Fig. 1: where the registers sit
Other sequential cells in the stronger gray, the rest of the logic in the fainter gray.
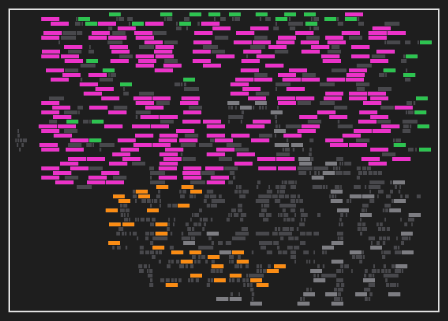
Fig. 2: signal wires on met1
Supply wires on this layer in gray.
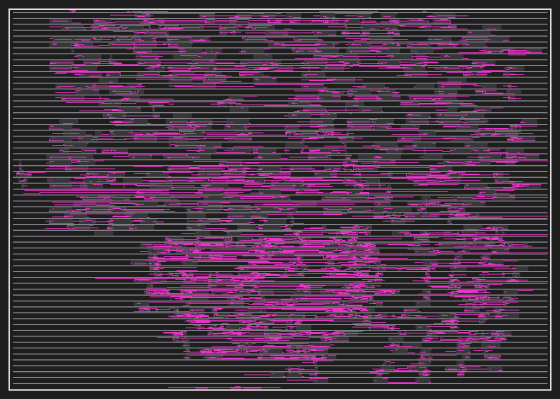
Fig. 3: nets reached from selected ports
Bar = 50 um.
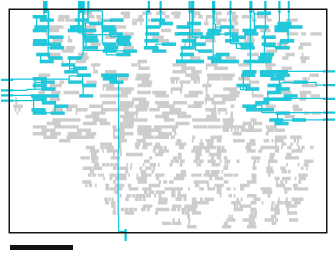
Fig. 4: met2 routing
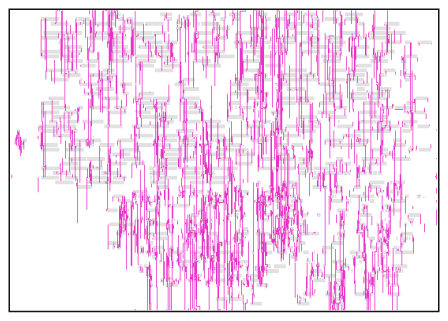
===== config.mk =====
export PLATFORM = sky130hd
export DESIGN_NAME = dispatch_scheduler
export DESIGN_NICKNAME = d
export VERILOG_FILES = /design/src/rtl/sched_pkg.sv /design/src/rtl/reg_scoreboard.sv /design/src/rtl/dispatch_scheduler.sv
export SDC_FILE = /design/constraint.sdc
export NUM_CORES = 1
export LEC_CHECK = 0
export CORE_ASPECT_RATIO = 0.7
export CORE_UTILIZATION = 30
export DETAILED_ROUTE_END_ITERATION = 8
export DONT_BUFFER_PORTS = 1
export PLACE_DENSITY = 0.42
export SYNTH_ARGS = -nofsm -noshare
export SYNTH_HDL_FRONTEND = slang
export SYNTH_SLANG_ARGS = --single-unit

===== constraint.sdc =====
create_clock -name clk -period 9.8 [get_ports clk]
set_input_delay 1.47 -clock clk [delete_from_list [all_inputs] [get_ports clk]]
set_output_delay 1.47 -clock clk [all_outputs]
set_load 0.02 [all_outputs]

===== src/rtl/sched_pkg.sv =====
// Shared types for the dispatch scheduler: instruction classes, queue entry
// layout and the decoder-flag classifier.
package sched_pkg;

    localparam int unsigned REG_W    = 5;
    localparam int unsigned NUM_REGS = 32;
    localparam int unsigned IMM_W    = 32;

    typedef enum logic [2:0] {
        OP_NOP,
        OP_ADD,
        OP_MUL,
        OP_LOAD,
        OP_STORE,
        OP_ILL
    } op_class_e;

    typedef struct packed {
        op_class_e         cls;
        logic [REG_W-1:0]  rd;
        logic [REG_W-1:0]  rs1;
        logic [REG_W-1:0]  rs2;
        logic [IMM_W-1:0]  imm;
    } q_entry_t;

    // Unrecognized wins over every class flag; no flag at all is undecodable.
    function automatic op_class_e classify(
        input logic is_add,
        input logic is_mul,
        input logic is_load,
        input logic is_store,
        input logic is_nop,
        input logic unrec
    );
        op_class_e c;
        c = OP_ILL;
        if (unrec)         c = OP_ILL;
        else if (is_add)   c = OP_ADD;
        else if (is_mul)   c = OP_MUL;
        else if (is_load)  c = OP_LOAD;
        else if (is_store) c = OP_STORE;
        else if (is_nop)   c = OP_NOP;
        return c;
    endfunction

endpackage


===== src/rtl/reg_scoreboard.sv =====
// Pending-write scoreboard: one bit per architectural register, x0 never pending.
module reg_scoreboard
    import sched_pkg::*;
(
    input  logic             clk,
    input  logic             reset,
    input  logic             set_en_i,
    input  logic [REG_W-1:0] set_rd_i,
    input  logic             clr_en_i,
    input  logic [REG_W-1:0] clr_rd_i,
    input  logic [REG_W-1:0] rd_a_i,
    input  logic [REG_W-1:0] rd_b_i,
    input  logic [REG_W-1:0] rd_c_i,
    output logic             busy_a_o,
    output logic             busy_b_o,
    output logic             busy_c_o
);

    logic [NUM_REGS-1:0] pending_q;
    logic [NUM_REGS-1:0] pending_d;

    // Clear is applied before set so a same-cycle set of the same register wins.
    always_comb begin
        pending_d = pending_q;
        if (clr_en_i) pending_d[clr_rd_i] = 1'b0;
        if (set_en_i) pending_d[set_rd_i] = 1'b1;
        pending_d[0] = 1'b0;
    end

    always_ff @(posedge clk) begin
        if (reset) pending_q <= '0;
        else       pending_q <= pending_d;
    end

    assign busy_a_o = pending_q[rd_a_i];
    assign busy_b_o = pending_q[rd_b_i];
    assign busy_c_o = pending_q[rd_c_i];

endmodule


===== src/rtl/dispatch_scheduler.sv =====
// In-order issue queue: buffers decoded instructions and dispatches the head
// to its execution unit once the unit is ready and no register hazard remains.
module dispatch_scheduler
    import sched_pkg::*;
#(
    parameter int unsigned DEPTH = 4,
    parameter int unsigned CNT_W = 16
) (
    input  logic             clk,
    input  logic             reset,
    input  logic             in_valid,
    output logic             in_ready,
    input  logic             in_type_add,
    input  logic             in_type_mul,
    input  logic             in_type_load,
    input  logic             in_type_store,
    input  logic             in_type_nop,
    input  logic             in_unrecognized,
    input  logic [4:0]       in_rd,
    input  logic [4:0]       in_rs1,
    input  logic [4:0]       in_rs2,
    input  logic [31:0]      in_imm,
    input  logic             add_ready,
    input  logic             mul_ready,
    input  logic             mem_ready,
    input  logic             wb_valid,
    input  logic [4:0]       wb_rd,
    output logic             add_issue,
    output logic             mul_issue,
    output logic             mem_issue,
    output logic             iss_is_store,
    output logic [4:0]       iss_rd,
    output logic [4:0]       iss_rs1,
    output logic [4:0]       iss_rs2,
    output logic [31:0]      iss_imm,
    output logic             illegal_drop,
    output logic             empty,
    output logic [CNT_W-1:0] stall_count
);

    localparam int unsigned      PTR_W    = (DEPTH > 1) ? $clog2(DEPTH) : 1;
    localparam logic [PTR_W:0]   FULL_CNT = (PTR_W+1)'(DEPTH);

    q_entry_t          mem_q [DEPTH];
    logic [PTR_W-1:0]  wr_ptr_q;
    logic [PTR_W-1:0]  rd_ptr_q;
    logic [PTR_W:0]    count_q;
    logic [PTR_W:0]    count_d;

    logic              add_issue_q, mul_issue_q, mem_issue_q, iss_is_store_q;
    logic [4:0]        iss_rd_q, iss_rs1_q, iss_rs2_q;
    logic [31:0]       iss_imm_q;
    logic              illegal_drop_q;
    logic [CNT_W-1:0]  stall_q;

    q_entry_t in_entry;
    q_entry_t head;
    logic     head_valid, enq, pop, issue, hazard, unit_ok, is_exec;
    logic     busy_rs1, busy_rs2, busy_rd, sb_set;

    assign in_entry.cls = classify(in_type_add, in_type_mul, in_type_load,
                                   in_type_store, in_type_nop, in_unrecognized);
    assign in_entry.rd  = in_rd;
    assign in_entry.rs1 = in_rs1;
    assign in_entry.rs2 = in_rs2;
    assign in_entry.imm = in_imm;

    assign head       = mem_q[rd_ptr_q];
    assign head_valid = (count_q != '0);
    assign in_ready   = (count_q != FULL_CNT);
    assign empty      = !head_valid;
    assign enq        = in_valid & in_ready;

    always_comb begin
        hazard  = 1'b0;
        unit_ok = 1'b0;
        is_exec = 1'b0;
        unique case (head.cls)
            OP_ADD:   begin is_exec = 1'b1; unit_ok = add_ready; hazard = busy_rs1 | busy_rs2 | busy_rd; end
            OP_MUL:   begin is_exec = 1'b1; unit_ok = mul_ready; hazard = busy_rs1 | busy_rs2 | busy_rd; end
            OP_LOAD:  begin is_exec = 1'b1; unit_ok = mem_ready; hazard = busy_rs1 | busy_rd; end
            OP_STORE: begin is_exec = 1'b1; unit_ok = mem_ready; hazard = busy_rs1 | busy_rs2; end
            default:  ;
        endcase
    end

    assign issue  = head_valid & is_exec & unit_ok & !hazard;
    // NOP and illegal heads drain unconditionally; they never touch a unit.
    assign pop    = issue | (head_valid & !is_exec);
    assign sb_set = issue & (head.cls != OP_STORE);

    reg_scoreboard u_scoreboard (
        .clk      (clk),
        .reset    (reset),
        .set_en_i (sb_set),
        .set_rd_i (head.rd),
        .clr_en_i (wb_valid),
        .clr_rd_i (wb_rd),
        .rd_a_i   (head.rs1),
        .rd_b_i   (head.rs2),
        .rd_c_i   (head.rd),
        .busy_a_o (busy_rs1),
        .busy_b_o (busy_rs2),
        .busy_c_o (busy_rd)
    );

    always_comb begin
        count_d = count_q;
        if (enq && !pop)      count_d = count_q + 1'b1;
        else if (!enq && pop) count_d = count_q - 1'b1;
    end

    always_ff @(posedge clk) begin
        if (enq) mem_q[wr_ptr_q] <= in_entry;
    end

    always_ff @(posedge clk) begin
        if (reset) begin
            wr_ptr_q <= '0;
            rd_ptr_q <= '0;
            count_q  <= '0;
        end else begin
            if (enq) wr_ptr_q <= wr_ptr_q + 1'b1;
            if (pop) rd_ptr_q <= rd_ptr_q + 1'b1;
            count_q <= count_d;
        end
    end

    always_ff @(posedge clk) begin
        if (reset) begin
            add_issue_q    <= 1'b0;
            mul_issue_q    <= 1'b0;
            mem_issue_q    <= 1'b0;
            iss_is_store_q <= 1'b0;
            iss_rd_q       <= '0;
            iss_rs1_q      <= '0;
            iss_rs2_q      <= '0;
            iss_imm_q      <= '0;
            illegal_drop_q <= 1'b0;
            stall_q        <= '0;
        end else begin
            add_issue_q    <= issue & (head.cls == OP_ADD);
            mul_issue_q    <= issue & (head.cls == OP_MUL);
            mem_issue_q    <= issue & ((head.cls == OP_LOAD) | (head.cls == OP_STORE));
            illegal_drop_q <= head_valid & (head.cls == OP_ILL);
            if (issue) begin
                iss_is_store_q <= (head.cls == OP_STORE);
                iss_rd_q       <= head.rd;
                iss_rs1_q      <= head.rs1;
                iss_rs2_q      <= head.rs2;
                iss_imm_q      <= head.imm;
            end
            if (head_valid && is_exec && !issue && (stall_q != '1))
                stall_q <= stall_q + 1'b1;
        end
    end

    assign add_issue    = add_issue_q;
    assign mul_issue    = mul_issue_q;
    assign mem_issue    = mem_issue_q;
    assign iss_is_store = iss_is_store_q;
    assign iss_rd       = iss_rd_q;
    assign iss_rs1      = iss_rs1_q;
    assign iss_rs2      = iss_rs2_q;
    assign iss_imm      = iss_imm_q;
    assign illegal_drop = illegal_drop_q;
    assign stall_count  = stall_q;

endmodule


==> flow_summary.toml <==
# yosys + openroad results
[clock_network]
hold_buffers = 0
path_clk_slew_ns = 0.06
cts_tree = "built"
numCtsBuffers = 35
clock_path_buffers = 3
post_cts_buffers = 0
cts_root_buffer = "clkbuf_16"

[layout]
final_cells = 1467
final_nets = 960
most-common-layout-cells = "200 x edfxtp_1, 106 x dfxtp_1, 70 x nor2_1, 65 x nand2_1, 61 x mux2i_1"
fillers = 4087
final_common_cell = "edfxtp_1"

[routing]
vias_per_cell = 4.97
vias = 7296
dr_wl_met2_mm = 14.1
drtPass1Iterations = 5

[power_and_ir_drop]
swShare_pct = 29.3
p_total_w = 0.00356
p_int_w = 0.00252
combPwrFrac_pct = 20.2
peakVddDrop_mv = 0.120
power_frac_seq_pct = 45.1

[placed_design]
placed_cells = 1403
gp_congestion = 0.812
dpl.hpwl_mm = 21.0

[floorplan]
chip_area_mm2 = 0.0437
die_width_um = 250
num_rows = 63
initial_core_util_pct = 30.4

[critical_path]
cpMostUsedCell = "mux4_2"
cp-start-kind = "flip-flop"
endpoint_kind = "flip-flop"
crit_family = "simple AND/OR/NAND/NOR gates"

[logic_synthesis]
synthArstFlopShare_pct = 0
syn-num-nets = 966
synth-edff-count = 200
synth_seq_share_pct = 63.5
ys_warn_count = 0
netlist_area_mm2 = 0.0129
common_cells = "200 x edfxtp_1, 108 x dfxtp_1, 70 x nor2_1"

[global_route]
grt_pass1_vias = 7310
grt_pass1_wl_mm = 48.9
antenna_found_initial = 0
globalRouteMet1Util_pct = 21.0
grt_util_met3_pct = 5.14

[final_timing]
max_slew_margin_pct = 30.2
hold_violations = 0
slew_viol_final = 0
holdWs_ns = 0.480
rsz0062_at_grt = "false"

[hold_path]
worstHoldStart = "rd_ptr_q[1]"
hold_path.class = "reg2reg"

[run_status]
status = "completed"
About Fig. 1:
magenta -> mem_q  # placed flops 200
green -> iss_imm  # placed flops 32
orange -> u_scoreboard.pending_q  # placed flops 31
not colored = 45

About Fig. 2:
share of all routed wire = 48%
longest straight run = 88.8 um

About Fig. 3:
cyan -> in_imm  # bits 32, direction input, edge 22 top, 5 right, 4 left, 1 bottom, end cells 128, buffers 0, wire 1840 um

About Fig. 4:
longest straight run = 123 um
main direction = vertical
wire length on this layer = 14100 um
nets with wire on the layer = 767
share of all routed wire = 43%

power by group through the flow:
stage               Combinational, W  Sequential [W]  Clock, W
global route                0.000788         0.00162   0.00133
floorplan                   0.000578         0.00161         0
global placement            0.000734         0.00164         0
detailed placement          0.000735         0.00164         0
CTS                         0.000737         0.00161   0.00128
finish                      0.000717         0.00161   0.00124
logic make-up (layout without fill, tap and decap cells):
| family | count (synthesis) | in the layout | synth area share (%) |
|---|---|---|---|
| buffers and inverters | 60 | 81 | 2.45 |
| AND/OR/NAND/NOR | 270 | 270 | 11.0 |
| flip-flops | 308 | 308 | 63.5 |
| AND-OR/OR-AND | 102 | 102 | 5.06 |
| multiplexers | 141 | 141 | 16.9 |
| XOR/XNOR | 6 | 6 | 0.408 |
| adder cells (fa/ha/maj) | 7 | 7 | 0.739 |
final cells by class:
class / count / area share, %
Sequential cell: 308 / 56.6
Multi-Input combinational cell: 526 / 30.4
Clock buffer: 52 / 7.00
Tap cell: 552 / 4.78
Clock inverter: 12 / 0.546
Timing Repair Buffer: 8 / 0.416
Inverter: 9 / 0.234
worst paths after layout:
path / end / slack, ns / cells after the start
worst min-delay path: flip-flop / 0.48 / 2
worst max-delay path: u_scoreboard.pending_q[16] / 4.79 / 9
worst max register to register: u_scoreboard.pending_q[16] / 4.79 / 9
worst min register to register: flip-flop / 0.48 / 2
flip-flops by register name (all words and copies together), names as in the netlist, 2 cells and up, named ones only:
name	count
mem_q	200
iss_imm	32
u_scoreboard.pending_q	31
stall_count	16
iss_rd	5
iss_rs1	5
iss_rs2	5
count_q	3
rd_ptr_q	2
wr_ptr_q	2
stage by stage:
step                util (%)  setup WS [ns]
global placement        31.5           4.70
finish                  34.1           4.79
detailed placement      31.5           4.64
floorplan                  -           6.16
global route            34.1           4.27
CTS                     34.1           4.62
No activity file was given, so power comes from the tool's default toggle rates.
